### src/rtl/csr_req_tracker.sv
// CSR request tracker: captures one WB-stage CSR access, runs the valid/ready
// handshake to the CSR unit, stalls the pipeline until the response returns and
// hands the result back to WB as a one-cycle done pulse. A watchdog turns a lost
// response into an exception, and a drain flag swallows responses that belong to
// an access that was flushed after the CSR unit had already accepted it.
module csr_req_tracker #(
  parameter int unsigned TIMEOUT_CYCLES = 64,
  parameter int unsigned CNT_W          = 7
) (
  input  logic        clk_i,
  input  logic        rst_i,
  input  logic        csr_ena_i,
  input  logic [11:0] csr_addr_i,
  input  logic [2:0]  csr_cmd_i,
  input  logic [63:0] csr_wdata_i,
  input  logic        flush_i,
  output logic        req_valid_o,
  input  logic        req_ready_i,
  output logic [11:0] req_addr_o,
  output logic [2:0]  req_cmd_o,
  output logic [63:0] req_wdata_o,
  input  logic        resp_valid_i,
  input  logic [63:0] resp_rdata_i,
  input  logic        resp_xcpt_i,
  input  logic        resp_replay_i,
  output logic        stall_o,
  output logic        done_o,
  output logic [63:0] rdata_o,
  output logic        xcpt_o,
  output logic        replay_o,
  output logic        timeout_o
);

  typedef enum logic [1:0] {
    S_IDLE = 2'd0,
    S_REQ  = 2'd1,
    S_WAIT = 2'd2,
    S_DONE = 2'd3
  } state_t;

  // Last counter value before the watchdog fires; unused when TIMEOUT_CYCLES is 0.
  localparam logic [CNT_W-1:0] CNT_LAST = CNT_W'(TIMEOUT_CYCLES - 1);
  localparam bit               WD_ON    = (TIMEOUT_CYCLES != 0);

  state_t           state_q, state_d;
  logic             drain_q, drain_d;
  logic [CNT_W-1:0] cnt_q, cnt_d;
  logic             timeout_q, timeout_d;
  logic             capture;
  logic             take_resp;
  logic             take_timeout;
  logic             expire;

  logic [11:0]      addr_p0;
  logic [2:0]       cmd_p0;
  logic [63:0]      wdata_p0;
  logic [63:0]      rdata_p1;
  logic             xcpt_p1;
  logic             replay_p1;

  assign expire = WD_ON && (cnt_q == CNT_LAST);

  // Control state: FSM, drain flag, watchdog counter and sticky timeout.
  always_ff @(posedge clk_i) begin
    if (rst_i) begin
      state_q   <= S_IDLE;
      drain_q   <= 1'b0;
      cnt_q     <= '0;
      timeout_q <= 1'b0;
    end else begin
      state_q   <= state_d;
      drain_q   <= drain_d;
      cnt_q     <= cnt_d;
      timeout_q <= timeout_d;
    end
  end

  // Next-state logic: handshake, response capture, watchdog and flush handling.
  always_comb begin
    state_d      = state_q;
    drain_d      = drain_q;
    cnt_d        = cnt_q;
    timeout_d    = timeout_q;
    capture      = 1'b0;
    take_resp    = 1'b0;
    take_timeout = 1'b0;
    case (state_q)
      S_IDLE: begin
        if (drain_q) begin
          // An orphaned response is still in flight; block new captures until it lands.
          if (resp_valid_i || expire) drain_d = 1'b0;
          else                        cnt_d   = cnt_q + 1'b1;
        end else if (csr_ena_i && !flush_i) begin
          capture = 1'b1;
          state_d = S_REQ;
        end
      end
      S_REQ: begin
        if (flush_i) begin
          state_d = S_IDLE;
          // The CSR unit took the request in this very cycle, so a response will follow.
          if (req_ready_i) begin
            drain_d = 1'b1;
            cnt_d   = '0;
          end
        end else if (req_ready_i) begin
          state_d = S_WAIT;
          cnt_d   = '0;
        end
      end
      S_WAIT: begin
        if (flush_i) begin
          state_d = S_IDLE;
          drain_d = !resp_valid_i && !expire;
          cnt_d   = cnt_q + 1'b1;
        end else if (resp_valid_i) begin
          take_resp = 1'b1;
          state_d   = S_DONE;
        end else if (expire) begin
          take_timeout = 1'b1;
          timeout_d    = 1'b1;
          state_d      = S_DONE;
        end else begin
          cnt_d = cnt_q + 1'b1;
        end
      end
      S_DONE: begin
        state_d = S_IDLE;
      end
      default: begin
        state_d = S_IDLE;
      end
    endcase
  end

  // Stage p0: request fields captured from WB, held stable until the handshake.
  always_ff @(posedge clk_i) begin
    if (rst_i) begin
      addr_p0  <= '0;
      cmd_p0   <= '0;
      wdata_p0 <= '0;
    end else if (capture) begin
      addr_p0  <= csr_addr_i;
      cmd_p0   <= csr_cmd_i;
      wdata_p0 <= csr_wdata_i;
    end
  end

  // Stage p1: result latched from the CSR unit, or forced to an exception on timeout.
  always_ff @(posedge clk_i) begin
    if (rst_i) begin
      rdata_p1  <= '0;
      xcpt_p1   <= 1'b0;
      replay_p1 <= 1'b0;
    end else if (take_resp) begin
      rdata_p1  <= resp_rdata_i;
      xcpt_p1   <= resp_xcpt_i;
      replay_p1 <= resp_replay_i;
    end else if (take_timeout) begin
      rdata_p1  <= '0;
      xcpt_p1   <= 1'b1;
      replay_p1 <= 1'b0;
    end
  end

  assign req_valid_o = (state_q == S_REQ);
  assign req_addr_o  = addr_p0;
  assign req_cmd_o   = cmd_p0;
  assign req_wdata_o = wdata_p0;
  assign done_o      = (state_q == S_DONE) && !flush_i;
  assign rdata_o     = rdata_p1;
  assign xcpt_o      = xcpt_p1;
  assign replay_o    = replay_p1;
  assign timeout_o   = timeout_q;
  assign stall_o     = (state_q == S_REQ) || (state_q == S_WAIT) ||
                       ((state_q == S_IDLE) && (csr_ena_i || drain_q));

endmodule
### config.mk
export PLATFORM = sky130hd
export DESIGN_NAME = csr_req_tracker
export DESIGN_NICKNAME = d
export VERILOG_FILES = /design/src/rtl/csr_req_tracker.sv
export SDC_FILE = /design/constraint.sdc
export NUM_CORES = 1
export LEC_CHECK = 0
export CAP_MARGIN = 5
export CORE_UTILIZATION = 39
export DETAILED_ROUTE_END_ITERATION = 12
export PLACE_DENSITY_LB_ADDON = 0.08
export SYNTH_ARGS = -nofsm -noshare
export SYNTH_HDL_FRONTEND = slang
export SYNTH_SLANG_ARGS = --single-unit
### constraint.sdc
create_clock -name clk_i -period 2.9 [get_ports clk_i]
set_clock_uncertainty 0.2 [all_clocks]
set_input_delay 0.58 -clock clk_i [delete_from_list [all_inputs] [get_ports clk_i]]
set_output_delay 0.58 -clock clk_i [all_outputs]
set_load 0.005 [all_outputs]
class_map.png
The bar under the picture is 20 µm long.
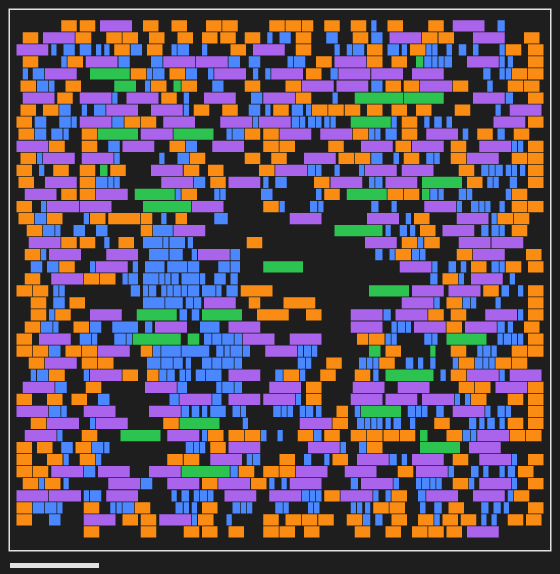
remaining buffers and delay cells: marked orange, cells 311, share of their area 34%. remaining logic cells: marked blue, cells 450, share of their area 25%. registers: marked purple, cells 156, share of their area 34%. clock drivers and dummy loads: marked green, cells 32, share of their area 7.2%.
Seq area share: 33.1%
Core Util, Final: 67.6%
std cell rows: 43
Post-Layout Inst Area: 0.00942 mm²

floorplan.png
The bar under the picture is 20 µm long. Pins as bars on the die edge.
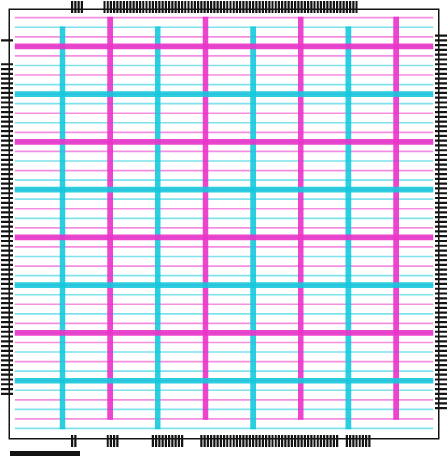
VSS: marked cyan. VDD: marked magenta.
8 straps on met5. The core has 43 rows.
Die X: 122 µm
Die Y: 122 µm
peak supply drop: 0.346 mV
core footprint: 0.0139 mm²

layers.png
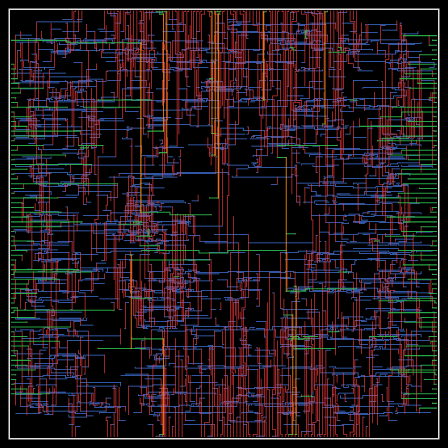
M3: marked green, wire length 1320 µm. M4: marked orange, wire length 475 µm. M2: marked red, wire length 8730 µm. M1: marked blue, wire length 6780 µm.
DR vias: 5709
post-DR wirelength/cell: 15.3 µm

==> flow_summary.yaml <==
# yosys + openroad results
setup_path:
  slowest_stage: "clkdlybuf4s50_1"
  path_buffers: 2
  cpPeakStageDelay_ns: 0.56
  r2r-end: "rdata_o[56]$_SDFFE_PP0P_"
  startpoint_type: "flop"
  reg2reg_slack_ns: 0.49
  worst_setup_path_end_kind: "primary output"
  worstSetupEndpoint: "stall_o"
  path_cells: "inv_1 > ha_1 > nand2b_1 > clkdlybuf4s50_1"
  cp.depth: 4
  cp_data_required_time_ns: 2.12
  startpoint: "state_q[0]$_SDFFE_PP0P_"
  crit_arrival_ns: 1.93
cells_and_area:
  drive_above_1_share_pct: 5.58
  lay_top_cells: "clkdlybuf4s50_1 (298), nand2_1 (160), dfxtp_1 (156)"
  clkbuf_count: 19
  comb_share_pct: 23.8
  seqCellArea_mm2: 0.00312
  dominant_cells: "non-clock buffers"
  area_growth_syn_to_layout_pct: 68.1
  fillers: 1130
  layout.nets: 1093
  nNonClkInverters: 10
  layout_top_cell: "clkdlybuf4s50_1"
  fin_cells: 1129
  logic_area_mm2: 0.00224
  antennaDiodeCount: 0
  buf_share_pct: 33.2
  clock_area_share_pct: 7.04
run_status:
  status: "completed"
power_and_ir_drop:
  p_int_uw: 4260
  p_leak_uw: 0.00337
  power.share.combinational_pct: 12.9
  seqPwrFrac_pct: 41.6
  p_switching_uw: 1180
  powerSeq_uw: 2260
  p_comb_uw: 705
routing:
  routed_wl_um: 17300
  ant_nets: 0
  drc: 0
  detail_route.vias_per_cell: 5.06
  wl_met1_um: 6780
  drtIter0Drc: 396
  drt_pass1_iterations: 5
  routed-wl-met2_um: 8730
  routed-wl-met3_um: 1320
placed_design:
  dpl_cell_area_mm2: 0.00876
  dpl.cell_count: 1097
  hpwlAfterDp_um: 12100
  port_buffers: 299
  place_congestion: 0.767
timing:
  final-setup-viol-count: 0
  slew_viol_final: 0
  setup_tns_ns: 0
  period_minus_slack_ns: 2.71
  fin_crit_sh_pct: 93.3
  maxSlewHeadroom_pct: 53.0
  worst_pin_slew_ns: 0.703
  hold-worst-slack_ns: 0.254
  hold_viol_final: 0
flow_run:
  drv_cap: 0
  warnings: 30
synth:
  synth_top_cell_by_area: "dfxtp_1"
  ys_sh_xor_pct: 0
  syn-instance-count: 658
  top_logic_kind: "AND-OR/OR-AND gates"
  ys_sh_aoi_pct: 19.6
  ys.flops: 156
  yosysSeqAreaShare_pct: 55.7
  dominantRegCellSynth: "dfxtp_1"
  synthTopCellsByArea: "dfxtp_1 (56%), nand2_1 (11%), a22oi_1 (8.7%)"
  top_cells_by_count: "nand2_1 (161), dfxtp_1 (156), a21oi_1 (86), nor2_1 (75), a22oi_1 (65)"
  adder_share_pct: 1.34
  syn-num-nets: 815
  synth_top_area_share_pct: 55.7
  ys_sh_simple_pct: 18.6
  most_common_cell: "nand2_1"
  synth-edff-count: 0
  synthArstFlopShare_pct: 0
  syn_area_per_cell_um2: 8.52
floorplan:
  nWellTaps: 180
  chip_area_mm2: 0.0149
  io_pins: 300
  fp_util_pct: 40.2
clocking:
  cts.sinks: 156
  ctsHoldBuffers: 0
  cts.htree.levels: 4
  cts-root-buf: "clkbuf_16"
  cts_tree: "built"
hold_path:
  holdPathEnd: "req_wdata_o[37]$_SDFFE_PP0P_"
  hold_class: "reg -> reg"
  min_from: "req_wdata_o[37]$_SDFFE_PP0P_"
global_route:
  busiest_layer: "met2"
  grt_pass1_wl_um: 26700
  grt_max_degree: 80
  grt-ovfl-total: 0
  antenna_found_initial: 0
congestion_map.png
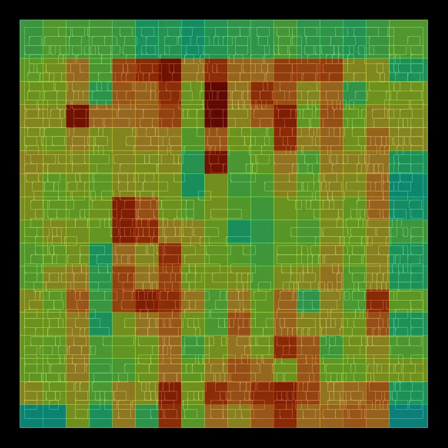
Global Route Usage Sum: 23.1%
met1 GRT Util: 25.7%
met2 usage in global routing: 40.1%
met3 usage: 6.93%

clock_wires.png
The bar under the picture is 20 µm long.
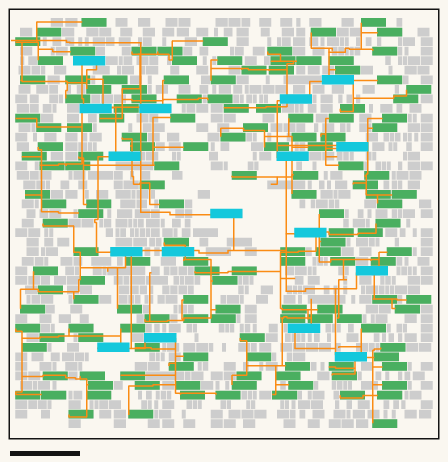
clock wires: marked orange, length 1850 µm. flip-flops: marked green, count 156. clock-net drivers: marked cyan, count 17.
There are 18 routed clock nets. Position of the flops: spread over the die.
Power Clock: 2480 µW
Clk network pwr share: 45.5%
Insertion Delay late pin: 0.41 ns

logic make-up (layout without fill, tap and decap cells):
kind of cell             after synthesis  count (layout)
AND/OR/NAND/NOR                      257             257
multiplexers                           1               1
buffers and inverters                 62             353
AND-OR/OR-AND                        176             176
flip-flops                           156             156
adder cells (fa/ha/maj)                6               6
worst reg2reg max path, stage by stage (launching register included):
cell	delay [ns]
dfxtp_1	0.36
ha_1	0.22
nand4_1	0.13
nor3b_2	0.52
o21ai_4	0.30
buf_12	0.27
a22oi_1	0.19
nor2_1	0.08
stage by stage:
step	total power [µW]	setup slack, ns
final	5450	0.194
after global routing	5670	0.117
after CTS	5500	0.192
after detailed placement	3020	0.0933
after global placement	2990	0.159
after floorplan	2580	0.709
Power figures rest on the tool's default switching activity, not on a simulated workload.
